Figure 1. Cell placement.
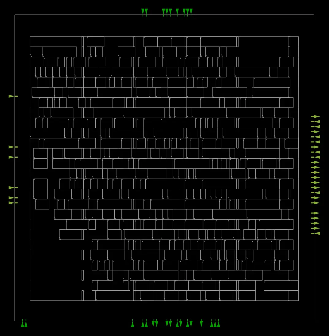
Figure 2. Wires at chosen ports, followed through buffers.
Bar = 20 µm.
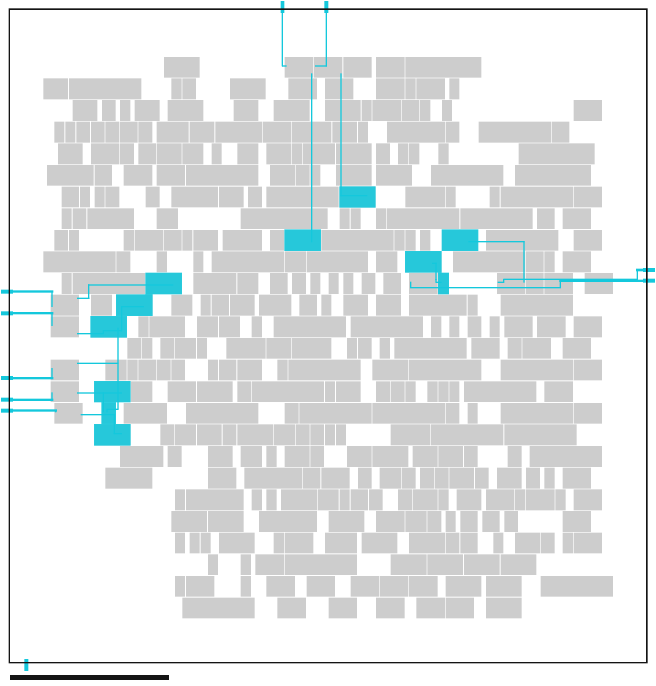
Figure 3. Supply network.
Bar = 20 µm. Pins as bars on the die edge. Tap cells in gray.
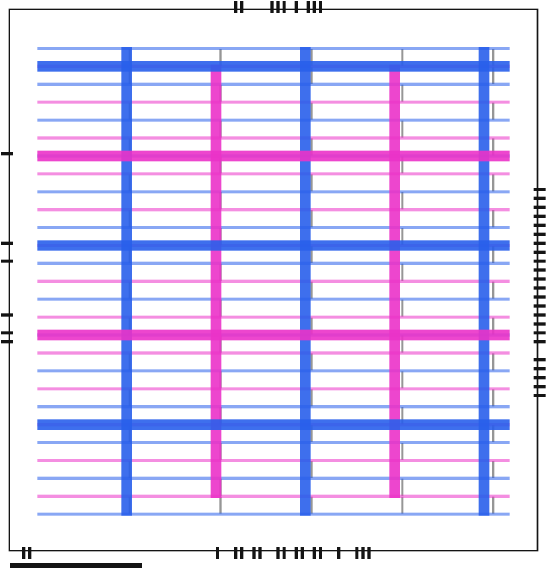
Figure 4. Routed metal per tile.
16 x 16 tiles, from dark blue (low) to red (high), scaled to the fullest tile. Values are wire area over tile area, all layers added.
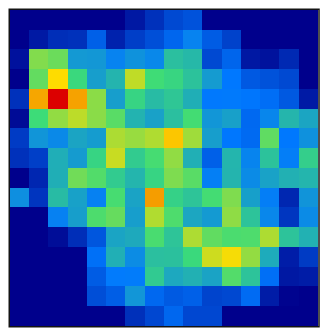
Design bg_red_dead_fetch, sky130hd; sources not shown.
==> job_summary.md <==
## Synthesis and layout report

| Metric | Value |
|---|---|
| Drt drc | 0 |
| CP arrival | 6.20 ns |
| Grt ovf | 0 |
| Hold slack | 0.3526 ns |
| Mux area share | 1.463% |
| GRT busiest layer | met2 |
| Final ANT Viol Nets | 0 |
| Status | finished, final reports clean |
| Max Clock Skew | 0.006029 ns |
| HP Class | flip-flop to flip-flop |
| Cell Pwr Density | 313.8 nW/µm² |
| Gate Count Post-Synth | 299 |
| Clk root buf | clkbuf_8 |
| Max Used Layer | met4 |
| Synth Seq Share | 32.06% |
| Antenna violations before repair | 0 |
| Layout Cells excl Fill | 429 |
| Delay-heaviest family, CP | AND-OR/OR-AND gates |
| Cell area leaders | dfrtp_1 29%, ha_1 14%, nand2_1 5.7% |
| WHS Path Cells | 0 |
| Relative slew slack | 34.26% |
| Pleak | 1.588 nW |
| Fp util | 55.60% |
| Met1 GRT Util | 25.00% |
| Path depth of the worst reg2reg path | 18 |
| CP Data Required Time | 9.42 ns |
| Synth warn | 6 |
| Drt via density | 5.529 |
| Max frequency | 165.7 MHz |
| Per-cell routed wire length | 14.63 µm |
| Largest net degree at the start of global routing | 27 |
| R2R Setup Slk | 4.83 ns |
| Post_cts resized | 0 |
| Critical-path maximum fanout | 4 |
| Total track usage | 20.40% |
| Post-layout min period | 6.035 ns |
| Vias in the first global route | 2360 |
-- Figure 1 (at the start) --
standard-cell rows: 26
registers: 36

-- Figure 2 (at the start) --
legend:
  cyan:
    port: `DrawX`
    bits: 10
    direction: input
    end_cells: 11
    buffers: 9
    wire: 209 µm
I/O Pins: 55
IO Port Bufs: 52

-- Figure 3 (at the start) --
legend:
  magenta:
    net: VDD
  blue:
    net: VSS
met4 straps: 5
tap cells: 70
signal pins: 55
met1 rails: 27
rows: 26
Die Height: 82 µm
Max IR drop VDD: 0.0001974 V
total core area: 5075 µm²
Die X: 80 µm

-- Figure 4 (at the start) --
tiles over half the peak: 19%
mean over tiles: 0.15
fullest tile: 0.53
nearly empty tiles: 20%
densest ninth of the die: middle
emptiest ninth of the die: bottom left
total wire length: 6.278 mm
vias after detailed routing: 2372

## cell type report
type | count | area (µm²)
multi-input combinational | 237 | 1813
fill | 424 | 1534
sequential | 36 | 904.6
timing repair buffer | 52 | 520.5
tap | 70 | 87.58
inverter | 19 | 71.32
clock buffer | 5 | 68.82
clock inverter | 3 | 42.54
buffer | 7 | 32.53
## power breakdown
| group | internal, W | leakage, nW | switching, W |
|---|---|---|---|
| clock network | 0.0000797 | 0.0541 | 0.0000599 |
| logic | 0.000242 | 1.09 | 0.000487 |
| registers | 0.000203 | 0.447 | 0.0000397 |
| total | 0.000524 | 1.59 | 0.000587 |
## worst register-to-register path, delay by kind of cell (launching register included)
family          cells  cell delay [ns]
compound gates      9             1.88
fa+ha+maj           4             1.44
flops               1             0.40
simple gates        2             0.35
buf+inv             2             0.13
mux                 1             0.10
## placed cells by master, fill, tap and decap left out, types with 4 or more instances in the layout
| master | n |
|---|---|
| inv_1 | 19 |
| o21ai_0 | 22 |
| xnor2_1 | 8 |
| clkbuf_1 | 4 |
| nor2_1 | 15 |
| nand2_1 | 43 |
| nand3_1 | 6 |
| clkbuf_8 | 5 |
| nor2b_1 | 4 |
| o21a_1 | 5 |
| ha_1 | 31 |
| dfrtp_1 | 33 |
| fa_1 | 5 |
| o21ai_1 | 6 |
| nand2b_1 | 8 |
| clkdlybuf4s50_1 | 52 |
| a21oi_1 | 12 |
| xor2_1 | 8 |
## stage by stage
step | setup WS [ns] | power (W) | util, %
final | 3.225 | 0.001111 | 69.77
after CTS | 3.217 | 0.001117 | 69.77
after floorplan | 3.792 | 0.0008137 | -
after global placement | 3.048 | 0.0009527 | 67.58
after global routing | 2.929 | 0.001190 | 69.77
after detailed placement | 2.948 | 0.0009723 | 67.58
Power and IR drop assume default switching activity.
